[src/rtl/tlb_search_arbiter_if.sv]
`default_nettype none
// +--------------------------------------------------------------------------+
// | tlb_search_arbiter_if : requester (I/D) and TLB search-port bundle       |
// | Rev 1.0                                                                  |
// +--------------------------------------------------------------------------+
interface tlb_search_arbiter_if #(
   parameter int TLBNUM = 16
);
   localparam int IDX_W = (TLBNUM > 1) ? $clog2(TLBNUM) : 1;

   logic             i_req;
   logic [18:0]      i_vpn;
   logic             i_odd;
   logic [7:0]       i_asid;
   logic             i_gnt;
   logic             i_rvalid;
   logic             i_found;
   logic [IDX_W-1:0] i_index;
   logic [19:0]      i_pfn;
   logic [2:0]       i_c;
   logic             i_d;
   logic             i_v;

   logic             d_req;
   logic [18:0]      d_vpn;
   logic             d_odd;
   logic [7:0]       d_asid;
   logic             d_gnt;
   logic             d_rvalid;
   logic             d_found;
   logic [IDX_W-1:0] d_index;
   logic [19:0]      d_pfn;
   logic [2:0]       d_c;
   logic             d_d;
   logic             d_v;

   logic [18:0]      s_vpn;
   logic             s_odd;
   logic [7:0]       s_asid;
   logic             s_found;
   logic [IDX_W-1:0] s_index;
   logic [19:0]      s_pfn;
   logic [2:0]       s_c;
   logic             s_d;
   logic             s_v;

   logic             tlb_we;
   logic             flush;

   modport slave (
      input  i_req, i_vpn, i_odd, i_asid,
      output i_gnt, i_rvalid, i_found, i_index, i_pfn, i_c, i_d, i_v,
      input  d_req, d_vpn, d_odd, d_asid,
      output d_gnt, d_rvalid, d_found, d_index, d_pfn, d_c, d_d, d_v,
      output s_vpn, s_odd, s_asid,
      input  s_found, s_index, s_pfn, s_c, s_d, s_v,
      input  tlb_we, flush
   );

   modport master (
      output i_req, i_vpn, i_odd, i_asid,
      input  i_gnt, i_rvalid, i_found, i_index, i_pfn, i_c, i_d, i_v,
      output d_req, d_vpn, d_odd, d_asid,
      input  d_gnt, d_rvalid, d_found, d_index, d_pfn, d_c, d_d, d_v,
      input  s_vpn, s_odd, s_asid,
      output s_found, s_index, s_pfn, s_c, s_d, s_v,
      output tlb_we, flush
   );
endinterface
`default_nettype wire

[src/rtl/tlb_search_arbiter.sv]
`default_nettype none
// +--------------------------------------------------------------------------+
// | tlb_search_arbiter : shares one TLB search port between I-fetch and LSU, |
// | two-stage lookup, grant lockout around TLB writes.                      |
// | Optional macro TLB_ARB_RR_EN : round-robin instead of D priority.       |
// | Rev 1.0                                                                  |
// +--------------------------------------------------------------------------+
module tlb_search_arbiter #(
   parameter int TLBNUM     = 16,
   parameter int STARVE_MAX = 3
) (
   input wire                  clk,
   input wire                  resetn,
   tlb_search_arbiter_if.slave bus
);
   localparam int IDX_W = (TLBNUM > 1) ? $clog2(TLBNUM) : 1;

   localparam logic [0:0] ST_RUN   = 1'b0;
   localparam logic [0:0] ST_WLOCK = 1'b1;
   localparam logic [0:0] OWN_D    = 1'b0;
   localparam logic [0:0] OWN_I    = 1'b1;

   logic [0:0]       state_q, state_d;
   logic             grant_ok, s1_adv;
   logic             i_pick, i_win, d_win;

   logic             s1_valid_q, s1_valid_d;
   logic [0:0]       s1_owner_q, s1_owner_d;
   logic [18:0]      s1_vpn_q, s1_vpn_d;
   logic             s1_odd_q, s1_odd_d;
   logic [7:0]       s1_asid_q, s1_asid_d;

   logic             i_rvalid_q, i_rvalid_d, i_found_q, i_found_d;
   logic [IDX_W-1:0] i_index_q, i_index_d;
   logic [19:0]      i_pfn_q, i_pfn_d;
   logic [2:0]       i_c_q, i_c_d;
   logic             i_d_q, i_d_d, i_v_q, i_v_d;

   logic             d_rvalid_q, d_rvalid_d, d_found_q, d_found_d;
   logic [IDX_W-1:0] d_index_q, d_index_d;
   logic [19:0]      d_pfn_q, d_pfn_d;
   logic [2:0]       d_c_q, d_c_d;
   logic             d_d_q, d_d_d, d_v_q, d_v_d;

   // ---------------- write-lock FSM ----------------
   always_ff @(posedge clk or negedge resetn) begin : p_fsm_reg
      if (!resetn) state_q <= ST_RUN;
      else         state_q <= state_d;
   end

   always_comb begin : p_fsm_next
      state_d = state_q;
      case (state_q)
         ST_RUN:   if (bus.tlb_we) state_d = ST_WLOCK;
         ST_WLOCK: state_d = bus.tlb_we ? ST_WLOCK : ST_RUN;
         default:  state_d = ST_RUN;
      endcase
   end

   // The held stage-1 lookup is re-searched only once the write has landed.
   always_comb begin : p_fsm_out
      grant_ok = resetn && (state_q == ST_RUN) && !bus.flush && !bus.tlb_we;
      s1_adv   = s1_valid_q && (state_q == ST_RUN) && !bus.tlb_we;
   end

   // ---------------- arbitration policy ----------------
`ifdef TLB_ARB_RR_EN
   logic last_i_q, last_i_d;

   always_comb begin : p_arb_pick
      i_pick = (bus.i_req && bus.d_req) ? !last_i_q : bus.i_req;
   end

   always_comb begin : p_arb_upd
      last_i_d = last_i_q;
      if (i_win)      last_i_d = 1'b1;
      else if (d_win) last_i_d = 1'b0;
   end

   always_ff @(posedge clk or negedge resetn) begin : p_arb_reg
      if (!resetn) last_i_q <= 1'b0;
      else         last_i_q <= last_i_d;
   end
`else
   localparam int CNT_W = (STARVE_MAX < 1) ? 1 : $clog2(STARVE_MAX + 1);
   localparam logic [CNT_W-1:0] C_STARVE_MAX = CNT_W'(STARVE_MAX);

   logic [CNT_W-1:0] starve_q, starve_d;

   always_comb begin : p_arb_pick
      i_pick = bus.i_req && (!bus.d_req || (starve_q == C_STARVE_MAX));
   end

   always_comb begin : p_arb_upd
      starve_d = starve_q;
      if (!bus.flush) begin
         if (!bus.i_req || i_win)                     starve_d = '0;
         else if (d_win && (starve_q != C_STARVE_MAX)) starve_d = starve_q + 1'b1;
      end
   end

   always_ff @(posedge clk or negedge resetn) begin : p_arb_reg
      if (!resetn) starve_q <= '0;
      else         starve_q <= starve_d;
   end
`endif

   assign i_win = grant_ok && i_pick;
   assign d_win = grant_ok && bus.d_req && !i_pick;

   // ---------------- lookup pipeline ----------------
   always_comb begin : p_pipe
      s1_valid_d = s1_valid_q && !s1_adv;
      s1_owner_d = s1_owner_q;
      s1_vpn_d   = s1_vpn_q;
      s1_odd_d   = s1_odd_q;
      s1_asid_d  = s1_asid_q;
      if (i_win) begin
         s1_valid_d = 1'b1;
         s1_owner_d = OWN_I;
         s1_vpn_d   = bus.i_vpn;
         s1_odd_d   = bus.i_odd;
         s1_asid_d  = bus.i_asid;
      end else if (d_win) begin
         s1_valid_d = 1'b1;
         s1_owner_d = OWN_D;
         s1_vpn_d   = bus.d_vpn;
         s1_odd_d   = bus.d_odd;
         s1_asid_d  = bus.d_asid;
      end
      if (bus.flush) s1_valid_d = 1'b0;

      i_rvalid_d = 1'b0;
      i_found_d  = i_found_q;
      i_index_d  = i_index_q;
      i_pfn_d    = i_pfn_q;
      i_c_d      = i_c_q;
      i_d_d      = i_d_q;
      i_v_d      = i_v_q;
      d_rvalid_d = 1'b0;
      d_found_d  = d_found_q;
      d_index_d  = d_index_q;
      d_pfn_d    = d_pfn_q;
      d_c_d      = d_c_q;
      d_d_d      = d_d_q;
      d_v_d      = d_v_q;
      // Only the owner's result registers move; the other port keeps its last result.
      if (s1_adv && !bus.flush) begin
         if (s1_owner_q == OWN_I) begin
            i_rvalid_d = 1'b1;
            i_found_d  = bus.s_found;
            i_index_d  = bus.s_index;
            i_pfn_d    = bus.s_pfn;
            i_c_d      = bus.s_c;
            i_d_d      = bus.s_d;
            i_v_d      = bus.s_v;
         end else begin
            d_rvalid_d = 1'b1;
            d_found_d  = bus.s_found;
            d_index_d  = bus.s_index;
            d_pfn_d    = bus.s_pfn;
            d_c_d      = bus.s_c;
            d_d_d      = bus.s_d;
            d_v_d      = bus.s_v;
         end
      end
   end

   always_ff @(posedge clk or negedge resetn) begin : p_pipe_reg
      if (!resetn) begin
         s1_valid_q <= 1'b0;
         s1_owner_q <= OWN_D;
         s1_vpn_q   <= '0;
         s1_odd_q   <= 1'b0;
         s1_asid_q  <= '0;
         i_rvalid_q <= 1'b0;
         i_found_q  <= 1'b0;
         i_index_q  <= '0;
         i_pfn_q    <= '0;
         i_c_q      <= '0;
         i_d_q      <= 1'b0;
         i_v_q      <= 1'b0;
         d_rvalid_q <= 1'b0;
         d_found_q  <= 1'b0;
         d_index_q  <= '0;
         d_pfn_q    <= '0;
         d_c_q      <= '0;
         d_d_q      <= 1'b0;
         d_v_q      <= 1'b0;
      end else begin
         s1_valid_q <= s1_valid_d;
         s1_owner_q <= s1_owner_d;
         s1_vpn_q   <= s1_vpn_d;
         s1_odd_q   <= s1_odd_d;
         s1_asid_q  <= s1_asid_d;
         i_rvalid_q <= i_rvalid_d;
         i_found_q  <= i_found_d;
         i_index_q  <= i_index_d;
         i_pfn_q    <= i_pfn_d;
         i_c_q      <= i_c_d;
         i_d_q      <= i_d_d;
         i_v_q      <= i_v_d;
         d_rvalid_q <= d_rvalid_d;
         d_found_q  <= d_found_d;
         d_index_q  <= d_index_d;
         d_pfn_q    <= d_pfn_d;
         d_c_q      <= d_c_d;
         d_d_q      <= d_d_d;
         d_v_q      <= d_v_d;
      end
   end

   // ---------------- outputs ----------------
   assign bus.i_gnt    = i_win;
   assign bus.d_gnt    = d_win;
   assign bus.i_rvalid = i_rvalid_q && !bus.flush;
   assign bus.d_rvalid = d_rvalid_q && !bus.flush;
   assign bus.i_found  = i_found_q;
   assign bus.i_index  = i_index_q;
   assign bus.i_pfn    = i_pfn_q;
   assign bus.i_c      = i_c_q;
   assign bus.i_d      = i_d_q;
   assign bus.i_v      = i_v_q;
   assign bus.d_found  = d_found_q;
   assign bus.d_index  = d_index_q;
   assign bus.d_pfn    = d_pfn_q;
   assign bus.d_c      = d_c_q;
   assign bus.d_d      = d_d_q;
   assign bus.d_v      = d_v_q;
   assign bus.s_vpn    = s1_vpn_q;
   assign bus.s_odd    = s1_odd_q;
   assign bus.s_asid   = s1_asid_q;
endmodule
`default_nettype wire

[src/flat_wrapper.sv]
// flat-port wrapper written by rule: the top's interface ports become plain ports
module tlb_search_arbiter_flat 
#(
   parameter int TLBNUM     = 16,
   parameter int STARVE_MAX = 3
)
  (clk, resetn, bus_i_req, bus_i_vpn, bus_i_odd, bus_i_asid, bus_i_gnt, bus_i_rvalid, bus_i_found, bus_i_index, bus_i_pfn, bus_i_c, bus_i_d, bus_i_v, bus_d_req, bus_d_vpn, bus_d_odd, bus_d_asid, bus_d_gnt, bus_d_rvalid, bus_d_found, bus_d_index, bus_d_pfn, bus_d_c, bus_d_d, bus_d_v, bus_s_vpn, bus_s_odd, bus_s_asid, bus_s_found, bus_s_index, bus_s_pfn, bus_s_c, bus_s_d, bus_s_v, bus_tlb_we, bus_flush);
  tlb_search_arbiter_if #(.TLBNUM(TLBNUM)) bus_i ();
  input wire clk;
  input wire resetn;
  input wire logic [$bits(bus_i.i_req)-1:0] bus_i_req;
  input wire logic [$bits(bus_i.i_vpn)-1:0] bus_i_vpn;
  input wire logic [$bits(bus_i.i_odd)-1:0] bus_i_odd;
  input wire logic [$bits(bus_i.i_asid)-1:0] bus_i_asid;
  output wire logic [$bits(bus_i.i_gnt)-1:0] bus_i_gnt;
  output wire logic [$bits(bus_i.i_rvalid)-1:0] bus_i_rvalid;
  output wire logic [$bits(bus_i.i_found)-1:0] bus_i_found;
  output wire logic [$bits(bus_i.i_index)-1:0] bus_i_index;
  output wire logic [$bits(bus_i.i_pfn)-1:0] bus_i_pfn;
  output wire logic [$bits(bus_i.i_c)-1:0] bus_i_c;
  output wire logic [$bits(bus_i.i_d)-1:0] bus_i_d;
  output wire logic [$bits(bus_i.i_v)-1:0] bus_i_v;
  input wire logic [$bits(bus_i.d_req)-1:0] bus_d_req;
  input wire logic [$bits(bus_i.d_vpn)-1:0] bus_d_vpn;
  input wire logic [$bits(bus_i.d_odd)-1:0] bus_d_odd;
  input wire logic [$bits(bus_i.d_asid)-1:0] bus_d_asid;
  output wire logic [$bits(bus_i.d_gnt)-1:0] bus_d_gnt;
  output wire logic [$bits(bus_i.d_rvalid)-1:0] bus_d_rvalid;
  output wire logic [$bits(bus_i.d_found)-1:0] bus_d_found;
  output wire logic [$bits(bus_i.d_index)-1:0] bus_d_index;
  output wire logic [$bits(bus_i.d_pfn)-1:0] bus_d_pfn;
  output wire logic [$bits(bus_i.d_c)-1:0] bus_d_c;
  output wire logic [$bits(bus_i.d_d)-1:0] bus_d_d;
  output wire logic [$bits(bus_i.d_v)-1:0] bus_d_v;
  output wire logic [$bits(bus_i.s_vpn)-1:0] bus_s_vpn;
  output wire logic [$bits(bus_i.s_odd)-1:0] bus_s_odd;
  output wire logic [$bits(bus_i.s_asid)-1:0] bus_s_asid;
  input wire logic [$bits(bus_i.s_found)-1:0] bus_s_found;
  input wire logic [$bits(bus_i.s_index)-1:0] bus_s_index;
  input wire logic [$bits(bus_i.s_pfn)-1:0] bus_s_pfn;
  input wire logic [$bits(bus_i.s_c)-1:0] bus_s_c;
  input wire logic [$bits(bus_i.s_d)-1:0] bus_s_d;
  input wire logic [$bits(bus_i.s_v)-1:0] bus_s_v;
  input wire logic [$bits(bus_i.tlb_we)-1:0] bus_tlb_we;
  input wire logic [$bits(bus_i.flush)-1:0] bus_flush;
  assign bus_i.i_req = bus_i_req;
  assign bus_i.i_vpn = bus_i_vpn;
  assign bus_i.i_odd = bus_i_odd;
  assign bus_i.i_asid = bus_i_asid;
  assign bus_i_gnt = bus_i.i_gnt;
  assign bus_i_rvalid = bus_i.i_rvalid;
  assign bus_i_found = bus_i.i_found;
  assign bus_i_index = bus_i.i_index;
  assign bus_i_pfn = bus_i.i_pfn;
  assign bus_i_c = bus_i.i_c;
  assign bus_i_d = bus_i.i_d;
  assign bus_i_v = bus_i.i_v;
  assign bus_i.d_req = bus_d_req;
  assign bus_i.d_vpn = bus_d_vpn;
  assign bus_i.d_odd = bus_d_odd;
  assign bus_i.d_asid = bus_d_asid;
  assign bus_d_gnt = bus_i.d_gnt;
  assign bus_d_rvalid = bus_i.d_rvalid;
  assign bus_d_found = bus_i.d_found;
  assign bus_d_index = bus_i.d_index;
  assign bus_d_pfn = bus_i.d_pfn;
  assign bus_d_c = bus_i.d_c;
  assign bus_d_d = bus_i.d_d;
  assign bus_d_v = bus_i.d_v;
  assign bus_s_vpn = bus_i.s_vpn;
  assign bus_s_odd = bus_i.s_odd;
  assign bus_s_asid = bus_i.s_asid;
  assign bus_i.s_found = bus_s_found;
  assign bus_i.s_index = bus_s_index;
  assign bus_i.s_pfn = bus_s_pfn;
  assign bus_i.s_c = bus_s_c;
  assign bus_i.s_d = bus_s_d;
  assign bus_i.s_v = bus_s_v;
  assign bus_i.tlb_we = bus_tlb_we;
  assign bus_i.flush = bus_flush;
  tlb_search_arbiter #(.TLBNUM(TLBNUM), .STARVE_MAX(STARVE_MAX)) u_core (.clk(clk), .resetn(resetn), .bus(bus_i));
endmodule
[config.mk]
export PLATFORM = sky130hd
export DESIGN_NAME = tlb_search_arbiter_flat
export DESIGN_NICKNAME = d
export VERILOG_FILES = /design/src/rtl/tlb_search_arbiter_if.sv /design/src/rtl/tlb_search_arbiter.sv /design/src/flat_wrapper.sv
export SDC_FILE = /design/constraint.sdc
export NUM_CORES = 1
export LEC_CHECK = 0
export CAP_MARGIN = 40
export CORE_MARGIN = 2
export CORE_UTILIZATION = 29
export DETAILED_ROUTE_END_ITERATION = 10
export SLEW_MARGIN = 10
export SYNTH_ARGS = -nofsm -noshare
export SYNTH_HDL_FRONTEND = slang
export SYNTH_SLANG_ARGS = --single-unit
[constraint.sdc]
create_clock -name clk -period 2.23 [get_ports clk]
set_clock_uncertainty 0.15 [all_clocks]
set_input_delay 0.5575 -clock clk [delete_from_list [all_inputs] [get_ports clk]]
set_output_delay 0.5575 -clock clk [all_outputs]
set_load 0.01 [all_outputs]
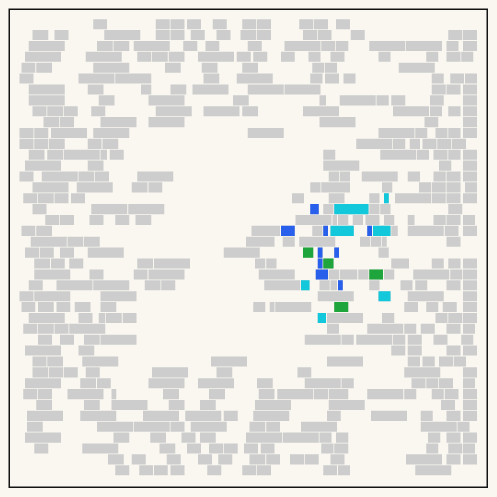
*Gate families picked out*
Scale: 4 px per micron.
Blue stands for NAND gates, cells 9. Green stands for AND-OR and OR-AND gates, cells 4. Cyan stands for NOR gates, cells 7.
share of cell area taken by multi-input logic gates: 0.217
Commonest Layout Cell: clkdlybuf4s50_1
Final Instance Count excl. Fillers: 639

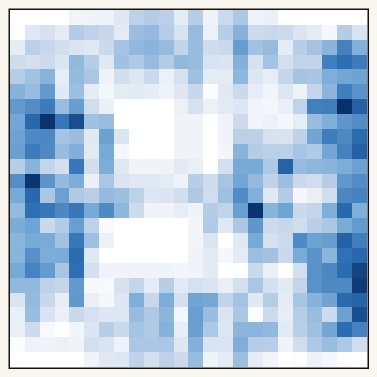
*Routed metal per tile*
Scale: 3 px per micron. 24 x 24 tiles, from white (low) to dark blue (high), scaled to the fullest tile. Values are wire area over tile area, all layers added.
The emptiest ninth of the die: centre. 10% of the tiles are nearly empty. 18% of the tiles are over half the peak. The fullest tile reaches 0.43.

==> summary.txt <==
Figures from the flow reports.

Min path:
- The run gives the class of the tightest hold or removal check as in -> async.

Worst setup path:
- In this run the critical register-to-register path is captured at u_core.bus.d_found.
- Walking the worst path, the cells encountered are dlygate4sd2_1, buf_6, nor3_4, nand2_1, nor2_1, buf_2.
- For reference, the critical path is launched at bus_tlb_we.
- The run puts the required time reported for the critical path endpoint at 1.52 ns.
- The run gives the stage delay of the slowest cell on the critical path as 0.28 ns.
- The run gives the capturing element of the worst setup path as bus_d_gnt.
- The run gives the start of the worst register-to-register path as u_core.state_q.
- The timing report shows that the slowest cell on the worst path is dlygate4sd2_1.

Global route:
- The via count of the first global-routing pass came to 3,279.
- Entering global routing, the biggest net connects 60 pins.
- For this run the aggregate overflow at the end of global routing stands at 0.
- The run puts the number of antenna violations at the first check in global routing at 0.
- The run puts the overall routing resource usage at 0.151.

Route:
- The run puts the number of remaining DRC errors at 0.
- Per the log, the first TritonRoute iteration ended with a DRC count of 68.
- In the per-layer summary, the met1 wirelength comes to 4550 microns.
- The run gives the count of TritonRoute iterations in the first routing pass as 4.
- Using the TritonRoute via totals, the vias-per-cell ratio works out to 4.69.
- The run puts the routed wire length at 10,700 microns.
- The detail route stage leaves a number of antenna-violating nets equal to 0.
- The run gives the overall via count from detail_route as 2,994.

Timing:
- The run gives the final setup TNS as 0 ns.
- The run puts the share of the clock period used by the worst path at 0.977.
- The run puts the number of failing setup endpoints in the final timing report at 0.
- The run gives the final critical delay including setup and external delays as 2.18 ns.

Floorplan:
- The run puts the top-level port count at 184.
- The run gives the overall chip area as 0.0142 sq mm.
- The run gives the initial core utilization as 0.294.
- The die is 119 microns tall.
- The run puts the die width at 119 microns.

Layout:
- The run puts the sequential cell area at 0.00238 sq mm.
- By instance count after routing, the leading logic cell types are clkdlybuf4s50_1 (174), dfrtp_1 (95), mux2_2 (58).
- In this run the layout overhead on the synthesized area is reported as 63.8%.

Clocking:
- The run puts the number of buffers created by CTS at 9.
- The run gives the clock slew at the register clock pins of the worst setup and hold paths as 0.06 ns.
- The run puts the hold-fix buffer count after cts at 0.
- The run gives the buffer levels on the longest clock path as 2.

Synthesis:
- The run gives the sequential-to-total area share from yosys stat as 0.618.
- The run puts the synthesized area per cell at 14.7 sq um.
- The run puts the adder and majority gate portion of the synthesized area at 0.00325.

Job:
- The run gives the max-cap violation count as 0.

Status:
- The flow ran to the end, and the final reports show no timing, DRC or antenna violations.

Place:
- The placement report lists the number of port buffers as 183.
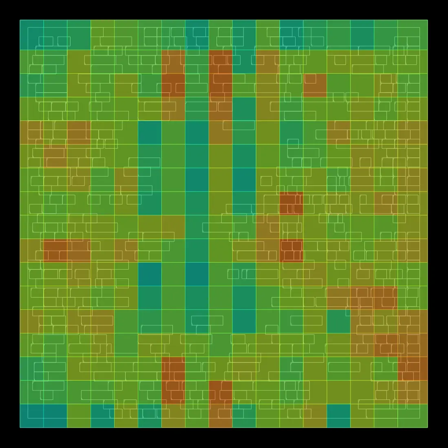
*Routing congestion map*
global routing met2 resource utilization: 0.241
wire length per cell: 16.8 microns
GRT met3 Usage: 0.0613
GR Layer Usage met1: 0.182

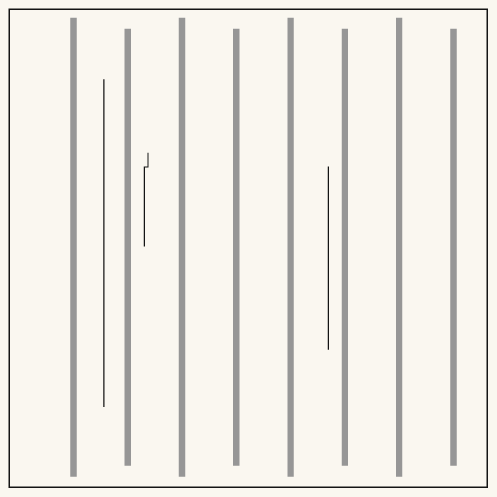
*Signal wires on met4*
Scale: 4 px per micron. Supply wires on this layer in grey.
The longest straight run is 81.6 microns. 2 nets have wire on it.

-- cells in the mapped netlist (2+ instances only) --
master / n / area (sq um)
dfrtp_1: 95 / 2380
o211ai_1: 2 / 15.0
a2bb2oi_1: 28 / 245
mux2_1: 2 / 22.5
buf_4: 4 / 30.0
o32ai_1: 28 / 245
mux2_2: 58 / 653
inv_1: 3 / 11.3
nor2b_1: 3 / 18.8
nand2_1: 6 / 22.5
buf_2: 6 / 30.0
clkbuf_1: 10 / 37.5
-- kinds of logic after synthesis --
family                   after synthesis
multiplexers                          60
AND/OR/NAND/NOR                       17
buffers and inverters                 25
adder cells (fa/ha/maj)                1
AND-OR/OR-AND                         63
flip-flops                            95
-- metrics by stage --
step | cell area (sq um) | power [mW]
4_1_cts | 6270 | 4.90
5_1_grt | 6300 | 5.06
3_3_place_gp | 5990 | 3.40
3_5_place_dp | 5990 | 3.43
6_report | 6300 | 4.82
2_1_floorplan | 3840 | 2.59
-- state kept, by name (all words and copies together) (netlist names), 3 cells and up --
name / cells
u_core.bus.d_index: 4
u_core.bus.i_pfn: 20
u_core.bus.d_pfn: 20
u_core.bus.i_c: 3
u_core.bus.i_index: 4
u_core.bus.s_vpn: 19
u_core.bus.d_c: 3
u_core.bus.s_asid: 8
-- timing repair --
item                       in CTS  in global routing
setup endpoints to repair      49                  2
buffers inserted                1                  2
pin swaps                       0                  3
gates resized                  16                  3
cloned                          0                  0
-- worst max-delay path: cells and delay by family --
kind,cells,cell delay [ns]
buffers and inverters,3,0.57
AND/OR/NAND/NOR,3,0.35
-- final cells by class --
class | count | area share
clock inverters | 5 | 0.00517
multi-input cells | 141 | 0.217
inverters | 3 | 0.00179
flip-flops and latches | 95 | 0.378
well taps | 176 | 0.0350
clock buffers | 11 | 0.0385
repair buffers | 208 | 0.325
No activity file was given, so power comes from the tool's default toggle rates.
